==> images/flops_by_reg.png <==
(2 px per um) Other sequential cells in the stronger gray, the rest of the logic in the fainter gray.
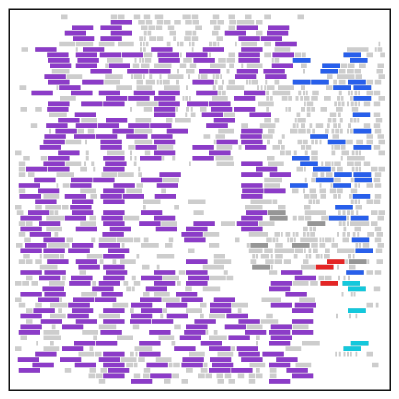
==> images/layer_met4.png <==
(3 px per um) Supply wires on this layer in gray.
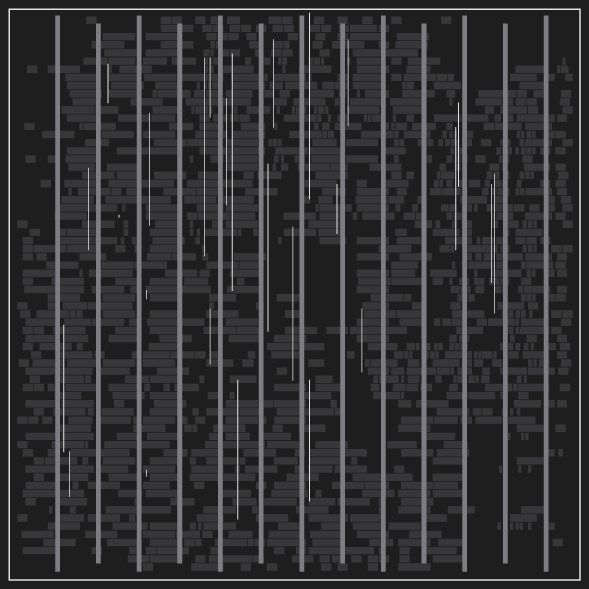
==> images/wires.png <==
(2 px per um)
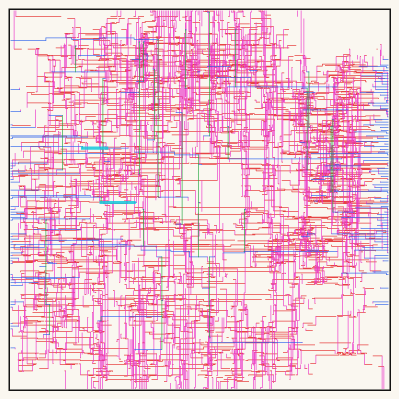
File: config.mk
export PLATFORM = sky130hd
export DESIGN_NAME = lsq_unit_flat
export DESIGN_NICKNAME = d
export VERILOG_FILES = /design/src/rtl/lsq_unit_if.sv /design/src/rtl/lsq_unit.sv /design/src/flat_wrapper.sv
export SDC_FILE = /design/constraint.sdc
export NUM_CORES = 1
export LEC_CHECK = 0
export ABC_AREA = 0
export CORE_MARGIN = 2
export CORE_UTILIZATION = 40
export CTS_BUF_LIST = sky130_fd_sc_hd__clkbuf_8 sky130_fd_sc_hd__clkbuf_16
export DETAILED_ROUTE_END_ITERATION = 7
export GPL_ROUTABILITY_DRIVEN = 1
export GPL_TIMING_DRIVEN = 0
export SLEW_MARGIN = 20
export SYNTH_ARGS = -nofsm -noshare
export SYNTH_HDL_FRONTEND = slang
export SYNTH_SLANG_ARGS = --single-unit
File: constraint.sdc
create_clock -name clk_i -period 3.7 [get_ports clk_i]
set_input_delay 0.74 -clock clk_i [delete_from_list [all_inputs] [get_ports clk_i]]
set_output_delay 0.74 -clock clk_i [all_outputs]
set_load 0.005 [all_outputs]
File: src/rtl/lsq_unit_if.sv
// Handshake bundle around the load/store queue: execute-stage push port,
// data-memory request/response port and register-file write-back port.
interface lsq_unit_if #(
  parameter int C_XLEN = 32
);
  logic              exs_lq_wr_i;
  logic              exs_sq_wr_i;
  logic [2:0]        exs_funct3_i;
  logic [4:0]        exs_regd_addr_i;
  logic [C_XLEN-1:0] exs_regs2_data_i;
  logic [C_XLEN-1:0] exs_addr_i;
  logic              lsq_full_o;
  logic              dmem_req_o;
  logic              dmem_ack_i;
  logic              dmem_wr_o;
  logic [C_XLEN-1:0] dmem_addr_o;
  logic [3:0]        dmem_byte_en_o;
  logic [C_XLEN-1:0] dmem_wr_data_o;
  logic              dmem_rd_valid_i;
  logic [C_XLEN-1:0] dmem_rd_data_i;
  logic              wb_regd_wr_o;
  logic [4:0]        wb_regd_addr_o;
  logic [C_XLEN-1:0] wb_regd_data_o;

  modport slave (
    input  exs_lq_wr_i, exs_sq_wr_i, exs_funct3_i, exs_regd_addr_i,
    input  exs_regs2_data_i, exs_addr_i,
    output lsq_full_o,
    output dmem_req_o, dmem_wr_o, dmem_addr_o, dmem_byte_en_o, dmem_wr_data_o,
    input  dmem_ack_i, dmem_rd_valid_i, dmem_rd_data_i,
    output wb_regd_wr_o, wb_regd_addr_o, wb_regd_data_o
  );

  modport master (
    output exs_lq_wr_i, exs_sq_wr_i, exs_funct3_i, exs_regd_addr_i,
    output exs_regs2_data_i, exs_addr_i,
    input  lsq_full_o,
    input  dmem_req_o, dmem_wr_o, dmem_addr_o, dmem_byte_en_o, dmem_wr_data_o,
    output dmem_ack_i, dmem_rd_valid_i, dmem_rd_data_i,
    input  wb_regd_wr_o, wb_regd_addr_o, wb_regd_data_o
  );
endinterface

File: src/rtl/lsq_unit.sv
// In-order load/store queue: buffers committed memory ops in a small FIFO and
// issues them one at a time to the data memory, writing load results back.

module lsq_unit_chk (
  input logic clk_i,
  input logic resetb_i,
  input logic clk_en_i,
  input logic lq_wr_i,
  input logic sq_wr_i,
  input logic full_i
);
  a_no_push_when_full: assert property (@(posedge clk_i) disable iff (!resetb_i)
    !(clk_en_i && (lq_wr_i || sq_wr_i) && full_i));

  a_single_strobe: assert property (@(posedge clk_i) disable iff (!resetb_i)
    !(lq_wr_i && sq_wr_i));
endmodule

module lsq_unit #(
  parameter int C_XLEN  = 32,
  parameter int C_DEPTH = 4
) (
  input logic       clk_i,
  input logic       resetb_i,
  input logic       clk_en_i,
  lsq_unit_if.slave bus
);
  localparam int PTR_W = $clog2(C_DEPTH);
  localparam int CNT_W = PTR_W + 1;

  typedef struct packed {
    logic              is_store;
    logic [2:0]        funct3;
    logic [4:0]        regd_addr;
    logic [C_XLEN-1:0] addr;
    logic [C_XLEN-1:0] data;
  } entry_t;

  typedef enum logic [1:0] {
    ST_IDLE    = 2'b00,
    ST_REQ     = 2'b01,
    ST_WAIT_RD = 2'b10
  } state_t;

  function automatic logic [3:0] lane_be(input logic [1:0] size, input logic [1:0] off);
    logic [3:0] be;
    case (size)
      2'b00:   be = 4'b0001 << off;
      2'b01:   be = 4'b0011 << {off[1], 1'b0};
      2'b10:   be = 4'b1111;
      default: be = 4'b0000;
    endcase
    return be;
  endfunction

  function automatic logic [C_XLEN-1:0] lane_data(input logic [1:0] size,
                                                  input logic [C_XLEN-1:0] data);
    logic [C_XLEN-1:0] res;
    case (size)
      2'b00:   res = {4{data[7:0]}};
      2'b01:   res = {2{data[15:0]}};
      default: res = data;
    endcase
    return res;
  endfunction

  // Halfwords shift by addr[1] only; the unaligned low bit is ignored.
  function automatic logic [C_XLEN-1:0] load_extract(input logic [2:0] funct3,
                                                     input logic [1:0] off,
                                                     input logic [C_XLEN-1:0] raw);
    logic [C_XLEN-1:0] sh;
    logic [C_XLEN-1:0] res;
    case (funct3[1:0])
      2'b00:   sh = raw >> {off, 3'b000};
      2'b01:   sh = raw >> {off[1], 4'b0000};
      default: sh = raw;
    endcase
    case (funct3)
      3'b000:  res = {{(C_XLEN-8){sh[7]}}, sh[7:0]};
      3'b001:  res = {{(C_XLEN-16){sh[15]}}, sh[15:0]};
      3'b100:  res = {{(C_XLEN-8){1'b0}}, sh[7:0]};
      3'b101:  res = {{(C_XLEN-16){1'b0}}, sh[15:0]};
      3'b010:  res = raw;
      default: res = '0;
    endcase
    return res;
  endfunction

  entry_t            mem_r [C_DEPTH];
  logic [PTR_W-1:0]  wr_ptr_r;
  logic [PTR_W-1:0]  rd_ptr_r;
  logic [CNT_W-1:0]  count_r;
  logic [CNT_W-1:0]  count_nxt_s;
  state_t            state_r;
  state_t            state_nxt_s;
  entry_t            head_s;
  entry_t            push_entry_s;
  logic              full_s;
  logic              push_s;
  logic              pop_s;
  logic              req_s;
  logic              ack_s;
  logic              rd_done_s;
  logic              wb_wr_r;
  logic [4:0]        wb_addr_r;
  logic [C_XLEN-1:0] wb_data_r;

  assign full_s    = (count_r == CNT_W'(C_DEPTH));
  assign head_s    = mem_r[rd_ptr_r];
  assign req_s     = (state_r == ST_REQ);
  assign push_s    = (bus.exs_lq_wr_i | bus.exs_sq_wr_i) & ~full_s;
  assign ack_s     = req_s & bus.dmem_ack_i;
  assign rd_done_s = (state_r == ST_WAIT_RD) & bus.dmem_rd_valid_i;
  assign pop_s     = (ack_s & head_s.is_store) | rd_done_s;

  assign push_entry_s = '{is_store:  bus.exs_sq_wr_i,
                          funct3:    bus.exs_funct3_i,
                          regd_addr: bus.exs_regd_addr_i,
                          addr:      bus.exs_addr_i,
                          data:      bus.exs_regs2_data_i};

  // Occupancy after this cycle's push/pop.
  always_comb begin
    count_nxt_s = count_r;
    case ({push_s, pop_s})
      2'b10:   count_nxt_s = count_r + CNT_W'(1);
      2'b01:   count_nxt_s = count_r - CNT_W'(1);
      default: count_nxt_s = count_r;
    endcase
  end

  // Issue sequencing: one outstanding access, back-to-back when entries remain.
  always_comb begin
    state_nxt_s = state_r;
    case (state_r)
      ST_IDLE: begin
        if (push_s || (count_r != CNT_W'(0))) state_nxt_s = ST_REQ;
        else                                  state_nxt_s = ST_IDLE;
      end
      ST_REQ: begin
        if (ack_s) begin
          if (!head_s.is_store)                  state_nxt_s = ST_WAIT_RD;
          else if (count_nxt_s != CNT_W'(0))     state_nxt_s = ST_REQ;
          else                                   state_nxt_s = ST_IDLE;
        end else begin
          state_nxt_s = ST_REQ;
        end
      end
      ST_WAIT_RD: begin
        if (rd_done_s) begin
          if (count_nxt_s != CNT_W'(0)) state_nxt_s = ST_REQ;
          else                          state_nxt_s = ST_IDLE;
        end else begin
          state_nxt_s = ST_WAIT_RD;
        end
      end
      default: state_nxt_s = ST_IDLE;
    endcase
  end

  // FSM state, pointers and occupancy.
  always_ff @(posedge clk_i or negedge resetb_i) begin
    if (!resetb_i) begin
      state_r  <= ST_IDLE;
      wr_ptr_r <= '0;
      rd_ptr_r <= '0;
      count_r  <= '0;
    end else if (clk_en_i) begin
      state_r <= state_nxt_s;
      count_r <= count_nxt_s;
      if (push_s) wr_ptr_r <= wr_ptr_r + PTR_W'(1);
      if (pop_s)  rd_ptr_r <= rd_ptr_r + PTR_W'(1);
    end
  end

  // Entry storage; contents are meaningful only between the pointers.
  always_ff @(posedge clk_i) begin
    if (clk_en_i && push_s) mem_r[wr_ptr_r] <= push_entry_s;
  end

  // Registered write-back; address and data hold until the next load returns.
  always_ff @(posedge clk_i or negedge resetb_i) begin
    if (!resetb_i) begin
      wb_wr_r   <= 1'b0;
      wb_addr_r <= 5'd0;
      wb_data_r <= '0;
    end else if (clk_en_i) begin
      wb_wr_r <= rd_done_s;
      if (rd_done_s) begin
        wb_addr_r <= head_s.regd_addr;
        wb_data_r <= load_extract(head_s.funct3, head_s.addr[1:0], bus.dmem_rd_data_i);
      end
    end
  end

  assign bus.lsq_full_o     = full_s;
  assign bus.dmem_req_o     = req_s;
  assign bus.dmem_wr_o      = req_s & head_s.is_store;
  assign bus.dmem_addr_o    = req_s ? {head_s.addr[C_XLEN-1:2], 2'b00} : '0;
  assign bus.dmem_byte_en_o = req_s ? lane_be(head_s.funct3[1:0], head_s.addr[1:0]) : 4'b0000;
  assign bus.dmem_wr_data_o = req_s ? lane_data(head_s.funct3[1:0], head_s.data) : '0;
  assign bus.wb_regd_wr_o   = wb_wr_r;
  assign bus.wb_regd_addr_o = wb_addr_r;
  assign bus.wb_regd_data_o = wb_data_r;

  lsq_unit_chk u_chk (
    .clk_i    (clk_i),
    .resetb_i (resetb_i),
    .clk_en_i (clk_en_i),
    .lq_wr_i  (bus.exs_lq_wr_i),
    .sq_wr_i  (bus.exs_sq_wr_i),
    .full_i   (full_s)
  );
endmodule

File: src/flat_wrapper.sv
// flat-port wrapper written by rule: the top's interface ports become plain ports
module lsq_unit_flat 
#(
  parameter int C_XLEN  = 32,
  parameter int C_DEPTH = 4
)
  (clk_i, resetb_i, clk_en_i, bus_exs_lq_wr_i, bus_exs_sq_wr_i, bus_exs_funct3_i, bus_exs_regd_addr_i, bus_exs_regs2_data_i, bus_exs_addr_i, bus_lsq_full_o, bus_dmem_req_o, bus_dmem_wr_o, bus_dmem_addr_o, bus_dmem_byte_en_o, bus_dmem_wr_data_o, bus_dmem_ack_i, bus_dmem_rd_valid_i, bus_dmem_rd_data_i, bus_wb_regd_wr_o, bus_wb_regd_addr_o, bus_wb_regd_data_o);
  lsq_unit_if #(.C_XLEN(C_XLEN)) bus_i ();
  input logic clk_i;
  input logic resetb_i;
  input logic clk_en_i;
  input wire logic [$bits(bus_i.exs_lq_wr_i)-1:0] bus_exs_lq_wr_i;
  input wire logic [$bits(bus_i.exs_sq_wr_i)-1:0] bus_exs_sq_wr_i;
  input wire logic [$bits(bus_i.exs_funct3_i)-1:0] bus_exs_funct3_i;
  input wire logic [$bits(bus_i.exs_regd_addr_i)-1:0] bus_exs_regd_addr_i;
  input wire logic [$bits(bus_i.exs_regs2_data_i)-1:0] bus_exs_regs2_data_i;
  input wire logic [$bits(bus_i.exs_addr_i)-1:0] bus_exs_addr_i;
  output wire logic [$bits(bus_i.lsq_full_o)-1:0] bus_lsq_full_o;
  output wire logic [$bits(bus_i.dmem_req_o)-1:0] bus_dmem_req_o;
  output wire logic [$bits(bus_i.dmem_wr_o)-1:0] bus_dmem_wr_o;
  output wire logic [$bits(bus_i.dmem_addr_o)-1:0] bus_dmem_addr_o;
  output wire logic [$bits(bus_i.dmem_byte_en_o)-1:0] bus_dmem_byte_en_o;
  output wire logic [$bits(bus_i.dmem_wr_data_o)-1:0] bus_dmem_wr_data_o;
  input wire logic [$bits(bus_i.dmem_ack_i)-1:0] bus_dmem_ack_i;
  input wire logic [$bits(bus_i.dmem_rd_valid_i)-1:0] bus_dmem_rd_valid_i;
  input wire logic [$bits(bus_i.dmem_rd_data_i)-1:0] bus_dmem_rd_data_i;
  output wire logic [$bits(bus_i.wb_regd_wr_o)-1:0] bus_wb_regd_wr_o;
  output wire logic [$bits(bus_i.wb_regd_addr_o)-1:0] bus_wb_regd_addr_o;
  output wire logic [$bits(bus_i.wb_regd_data_o)-1:0] bus_wb_regd_data_o;
  assign bus_i.exs_lq_wr_i = bus_exs_lq_wr_i;
  assign bus_i.exs_sq_wr_i = bus_exs_sq_wr_i;
  assign bus_i.exs_funct3_i = bus_exs_funct3_i;
  assign bus_i.exs_regd_addr_i = bus_exs_regd_addr_i;
  assign bus_i.exs_regs2_data_i = bus_exs_regs2_data_i;
  assign bus_i.exs_addr_i = bus_exs_addr_i;
  assign bus_lsq_full_o = bus_i.lsq_full_o;
  assign bus_dmem_req_o = bus_i.dmem_req_o;
  assign bus_dmem_wr_o = bus_i.dmem_wr_o;
  assign bus_dmem_addr_o = bus_i.dmem_addr_o;
  assign bus_dmem_byte_en_o = bus_i.dmem_byte_en_o;
  assign bus_dmem_wr_data_o = bus_i.dmem_wr_data_o;
  assign bus_i.dmem_ack_i = bus_dmem_ack_i;
  assign bus_i.dmem_rd_valid_i = bus_dmem_rd_valid_i;
  assign bus_i.dmem_rd_data_i = bus_dmem_rd_data_i;
  assign bus_wb_regd_wr_o = bus_i.wb_regd_wr_o;
  assign bus_wb_regd_addr_o = bus_i.wb_regd_addr_o;
  assign bus_wb_regd_data_o = bus_i.wb_regd_data_o;
  lsq_unit #(.C_XLEN(C_XLEN), .C_DEPTH(C_DEPTH)) u_core (.clk_i(clk_i), .resetb_i(resetb_i), .clk_en_i(clk_en_i), .bus(bus_i));
endmodule
==> results_dict.tcl <==
# place-and-route summary
set metrics [dict create \
    num-nonclk-buffers 271 \
    status "finished, final reports clean" \
    route.met3.wl_mm 2.030 \
    clockPowerShare 0.260 \
    vdd.ir_drop.worst_v 0.0003909 \
    fin_ws_ns 0.1343 \
    seq-cell-share 0.5485 \
    cp.depth 7 \
    seqCellArea_um2 9945 \
    p_int_uw 10250 \
    ant_nets 0 \
    synth_dominant_cell_count "edfxtp_1" \
    viasPerCell 5.212 \
    powerDensity_nw_per_um2 807.2 \
    layout.cells.non_filler 1541 \
    cp_max_fo 10 \
    compound_area_frac 0.03083 \
    nonClkBufAreaFrac 0.1469 \
    switchingPower_uw 4389 \
    port_buffers 217 \
    rr_startpoint "u_core.rd_ptr_r[0]$_DFFE_PN0P_" \
    final_nets 1172 \
    utilization 0.5288 \
    min_period_over_period 0.9637 \
    critical_path_class "reg -> out" \
    drive_gt1_frac 0.1854 \
    cts_tree "yes" \
    worstRegToRegCells 12 \
    cp_common_cell "buf_6" \
    grt_use_met3 0.04040 \
    crit_start "u_core.rd_ptr_r[0]$_DFFE_PN0P_" \
    post_synth_num_cell_types 49 \
    top_area_frac 0.6354 \
    wl_met1_mm 13.76 \
    synth_flop_count 339 \
    powerClk_uw 3800 \
    min_period_ns 3.566 \
    post-place-ws_ns -0.04293 \
    ys_top_logic_family "multiplexers" \
    first_iter_violations 550 \
    floorplan.core_util 0.4025 \
    cts_htree_levels 2 \
    area_growth_pct 31.39 \
    crit_family "buffers and inverters" \
    wl_met2_mm 15.65 \
    die_h_um 189.7 \
    placed_cell_area_um2 16710 \
    powerComb_uw 5710 \
    synthArstFlopShare 0.1386 \
    grt_max_degree 43 \
    top_cells_by_count "edfxtp_1 (292), nand2_1 (80), mux4_2 (73), dfrtp_1 (47)" \
    cts_resized 30 \
    clock.latency.late_pin_ns 0.52 \
    hold_buffers 0 \
    fillCellCount 2837 \
    die_area_um2 36000 \
    hold_class "in -> async" \
    gp_congestion 0.7969 \
    synth-xor-area-share 0.004443 \
    vias 8031 \
    path_cells "buf_6, mux4_2, buf_6, buf_4, mux2i_1, a211oi_2, clkdlybuf4s50_1" \
    syn_area_um2 13800 \
    dominant_cells "flip-flops and latches" \
    p_leak_uw 0.006467 \
    synth_top_flop_cell "edfxtp_1" \
    r2r_setup_slack_ns 0.60 \
    met1_usage 0.2417 \
    crit-reg2reg-capture "u_core.state_r[0]$_DFFE_PN0P_" \
    tns_ns 0 \
    clock.fmax_mhz 280.4 \
    start_kind "flop" \
    area_leaders "edfxtp_1 (64%), mux4_2 (12%), dfrtp_1 (8.5%)" \
    clk_pin_slew_ns 0.06 \
    final_max_slew_viol_count 0 \
    syn_inst 793 \
    logic_area_um2 3645 \
    final_cell_area_um2 18130 \
    drc 0 \
    sh_comb_area 0.2010 \
    largest_reg_flops 292 \
    synthSimpleGateAreaFrac 0.08115 \
    ys_sh_adder 0.005984 \
    power_uw 14640 \
    slowest_stage "clkdlybuf4s50_1" \
    yosys_cells 793 \
    path_buffers 4 \
    numPlacedInstances 1472 \
    yosys_area_um2 13800 \
    taps 455 \
    globalRouteTotalUtil 0.1814 \
    netSwitchingFraction 0.2999 \
    cap_violations 0 \
    numCtsBuffers 37 \
    synth_area_leader_cell "edfxtp_1" \
    holdWs_ns 0.2533 \
    grt_pass1_wl_mm 49.17 \
    dr.pass1.iters 5 \
    top_layer "met5" \
    num_antenna_cells 2 \
    core_um2 34290 \
    dpl.hpwl_mm 21.65 \
    max_stage_delay_ns 0.54 \
    cts.sinks 339 \
    grt_pass1_vias 8322 \
    grt-ovfl-total 0 \
    met2_usage 0.2987 \
    synth_area_per_cell_um2 17.40 \
    nNonClkInverters 7 \
    top_usage_layer "met2" \
    warning_count 29 \
    ys_seq_share 0.7206 \
    mux_share 0.1361 \
    endpoint_kind "output pin" \
    final_hold_viol_count 0 \
    logic_gates 399 \
    seq_power_uw 5120 \
    ioPinCount 220 \
    p_seq_frac 0.350 \
]
Back to the opening pictures, flops_by_reg.png:
[`u_core.bus.wb_regd_addr_o`] cyan | flops: 5 | where: south-east
[`u_core.bus.wb_regd_data_o`] blue | flops: 32
[`u_core.count_r`] red | flops: 3
[`u_core.mem_r`] purple | flops: 292

Back to the opening pictures, layer_met4.png:
wire length on this layer: 856 um
main direction: vertical
nets with wire on the layer: 17
share of all routed wire: 2.7%

Back to the opening pictures, wires.png:
[metal 3] blue | wire length: 2,030 um
[metal 4] green | wire length: 856 um
[metal 1] red | wire length: 13,800 um
[metal 2] magenta | wire length: 15,600 um
[metal 5] cyan | wire length: 28.5 um

placed cells by master, fill, tap and decap left out, types with 6 or more instances in the layout:
cell type        netlist  layout
a211oi_2               0       7
a21oi_1               28      28
a221oi_1               8       8
and2_1                41      41
and3_1                14      10
buf_2                 14       7
buf_4                  2       9
buf_6                  6       9
bufinv_16              0       7
clkbuf_1              24      10
clkbuf_16              0      37
clkbuf_2               0       6
clkbuf_4               1       6
clkdlybuf4s50_1        0     214
clkinv_1               0       6
clkinv_2               0       6
dfrtp_1               47      47
edfxtp_1             292     292
inv_1                  7      13
mux2i_1               20      19
mux4_2                73      73
nand2_1               80      80
nand3_1               41      41
nor2_1                17      16
o21ai_0                7       7
or2_2                  7       7
